==> config.mk <==
export PLATFORM = sky130hd
export DESIGN_NAME = axi_mem_arbiter
export DESIGN_NICKNAME = d
export VERILOG_FILES = /design/src/rtl/axi_pkg.sv /design/src/rtl/wr_tracker.sv /design/src/rtl/axi_mem_arbiter.sv
export SDC_FILE = /design/constraint.sdc
export NUM_CORES = 1
export LEC_CHECK = 0
export CAP_MARGIN = 5
export CORE_AREA = 2 2 181 183
export CTS_BUF_LIST = sky130_fd_sc_hd__clkbuf_8
export DETAILED_ROUTE_END_ITERATION = 16
export DIE_AREA = 0 0 183 185
export PLACE_DENSITY = 0.45
export SETUP_SLACK_MARGIN = 0.2
export SLEW_MARGIN = 10
export SYNTH_ARGS = -nofsm -noshare
export SYNTH_HDL_FRONTEND = slang
export SYNTH_SLANG_ARGS = --single-unit
==> constraint.sdc <==
create_clock -name clk -period 4.5 [get_ports clk]
set_input_delay 0.45 -clock clk [delete_from_list [all_inputs] [get_ports clk]]
set_output_delay 0.45 -clock clk [all_outputs]
set_load 0.02 [all_outputs]
power_grid.png
(2 px per micron) Pins as bars on the die edge.
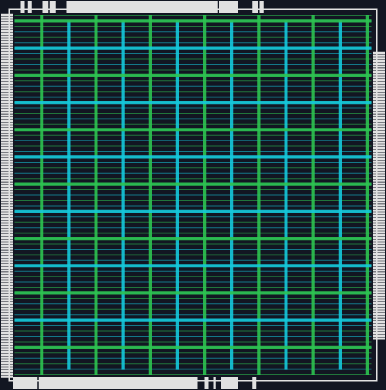
Key: VDD = cyan; VSS = green
The core has 66 rows. 13 straps on met4.
worst-case vdd ir drop: 0.000139 V
die height: 185 microns
width of the die: 183 microns
area of the core: 32,000 sq um

placement_by_type.png
(1.5 px per micron) Fill, decap, tap and diode cells in grey.
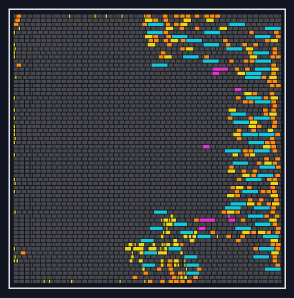
Key: clock drivers and dummy loads = magenta [cells 8, share of their area 3.0%]; combinational and other logic = yellow [cells 128, share of their area 26%]; remaining buffers and delay cells = orange [cells 155, share of their area 35%]; sequential cells = cyan [cells 55, share of their area 36%]
std cell rows: 66
final std cell area, no fill: 4920 sq um
share of the core filled with cells: 15.4%

clk_routes.png
(3 px per micron)
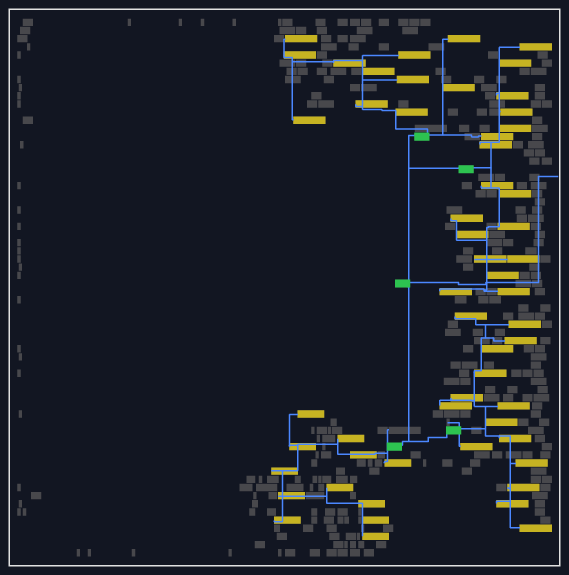
Key: clock drivers = green [count 5]; flip-flops = yellow [count 55]; clock wires = blue [length 898 microns]
There are 6 routed clock nets.
clock-net power: 0.398 mW
clock network power share: 17.8%
clock latency on the worst-skew pair: 0.32 ns
Max Clock Skew: 0.0102 ns

wires.png
(2 px per micron) Only two layers are drawn.
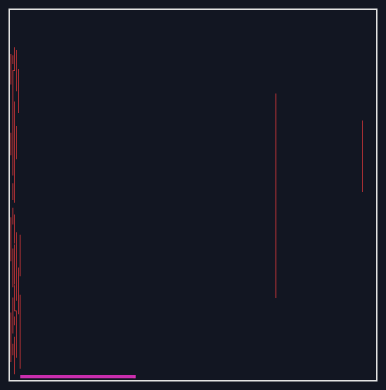
Key: metal 4 = red [wire length 654 microns]; metal 5 = magenta [wire length 56.1 microns]
DR vias: 2,189
average routed wire per standard cell: 17.0 microns

placement.png
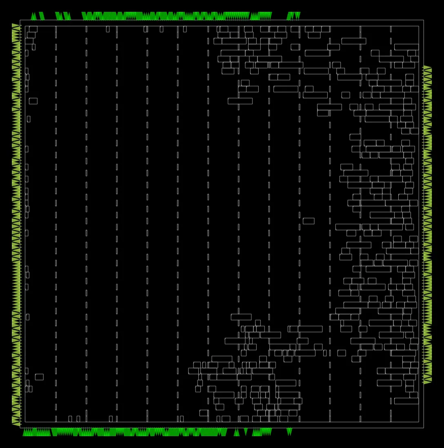
filler cell count: 3,543
post-route non-filler standard cell count: 755
flip-flop and latch count: 55
Seq/total area: 32.4%
Well-Tap Cells: 408

==> run notes <==
The path type of the worst setup path was in -> reg. The slowest stage of the critical path is the nand3_4 cell. The weighted congestion reported at the end of routability-driven placement was 0.636; the synthesized area per cell was 11.8 sq um. With the buffers inserted during post-CTS setup optimization at 0, the count of unique library cells instantiated by Yosys is 32.

Counting buffers and inverters, the worst setup path is 4 cells deep. Summed over all nets, wire length on met3 after detailed routing comes to 3080 microns. At the worst endpoint, the arrival time is 2.49 ns. Per the summary, power density relative to cell area is 455 nW/um^2. Initial antenna violation count: 2.

The CTS H-tree depth is 2. The number of global-route vias before repair was 2,100. Counting the warning lines in the Yosys log gives 0. With the total global-route track usage at 6.93%, the DRC violation total after the first TritonRoute iteration is 48.

By instance count after routing, the leading logic cell types are clkdlybuf4s50_1, edfxtp_1, mux2_4. The highest clock frequency the design can meet is 415 MHz. The number of cells on the worst reg-to-reg path is 3. The cell total in the yosys stat output came out at 341. TritonCTS built the clock tree. The worst path in the final design needs a cycle of 2.41 ns, including I/O delays and setup. Switching power as a fraction of the total was reported as 33.9%. The synthesized netlist devotes 0.652% of its cell area to XOR and XNOR gates.

With the clock sink total at 55, the simple-gate share of the synthesized area is 4.69%. In the power breakdown, the internal column shows 1.48 mW. Buffer and inverter count on the worst path: 1. The portion of netlist area occupied by mux cells was 17.0%. The flow ran to the end, and the final reports show no timing, DRC or antenna violations.

The transition time recorded at the tightest slew-check pin is 0.932 ns. The DRC violation total left in the routed layout is recorded as 0. The tools report the hold slack as 0.453 ns. Global routing consumed, on the met3 layer, 6.67% of the routing resources. The run gives 10,800 microns as the half-perimeter wire length after detailed placement.

Global routing finished with a remaining overflow of 0. Commonest non-fill, non-tap cell in the layout: clkdlybuf4s50_1. The area fraction in full adders, half adders and majority gates was 1.12%. The count of library flops with an enable pin was 43.
-- power by group through the flow --
stage          Clock [mW]  Sequential (mW)  Combinational [mW]
6_report            0.398            0.873               0.969
5_1_grt             0.437            0.896                1.03
4_1_cts             0.419            0.877               0.986
3_5_place_dp            0            0.889               0.984
3_3_place_gp            0            0.886               0.983
2_1_floorplan           0             1.08               0.521
-- stage by stage --
step / worst slack (ns) / area, sq um / cells / util (%) / total power [mW]
final: 2.09 / 4920 / 755 / 15.4 / 2.24
after global routing: 1.98 / 4920 / 754 / 15.3 / 2.37
after CTS: 2.04 / 4920 / 754 / 15.3 / 2.28
after detailed placement: 1.66 / 4780 / 746 / 14.9 / 1.87
after global placement: 1.67 / 4780 / 746 / 14.9 / 1.87
after floorplan: 1.43 / 4150 / 372 / - / 1.60
-- worst reg2reg max path: cells and delay by family (launching register included) --
kind	cells	cell delay, ns
simple gates	2	0.93
mux	1	0.64
flops	1	0.47
-- cells by family after synthesis --
kind of cell / count (synthesis)
AND-OR/OR-AND: 6
XOR/XNOR: 3
adder cells (fa/ha/maj): 3
buffers and inverters: 192
flip-flops: 55
multiplexers: 48
other: 2
AND/OR/NAND/NOR: 32
-- layout make-up --
class                           count  share of cell area [%]
Sequential cell                    55                    32.4
Timing Repair Buffer              155                    31.5
Multi-Input combinational cell    125                    22.8
Tap cell                          408                    10.4
Clock buffer                        5                    1.40
Clock inverter                      3                    1.30
Inverter                            3                   0.229
Antenna cell                        1                  0.0509
-- cells in the mapped netlist, drive strengths merged, types with 3 or more instances --
cell type / count / area share [%]
buf: 188 / 35
edfxtp: 43 / 32
and3: 3 / 0.47
inv: 3 / 0.28
nand2: 9 / 0.84
nor2b: 6 / 0.93
nor2: 5 / 0.47
mux2: 44 / 16
mux2i: 4 / 0.99
dfrtp: 12 / 7.4
No activity file was given, so power comes from the tool's default toggle rates.
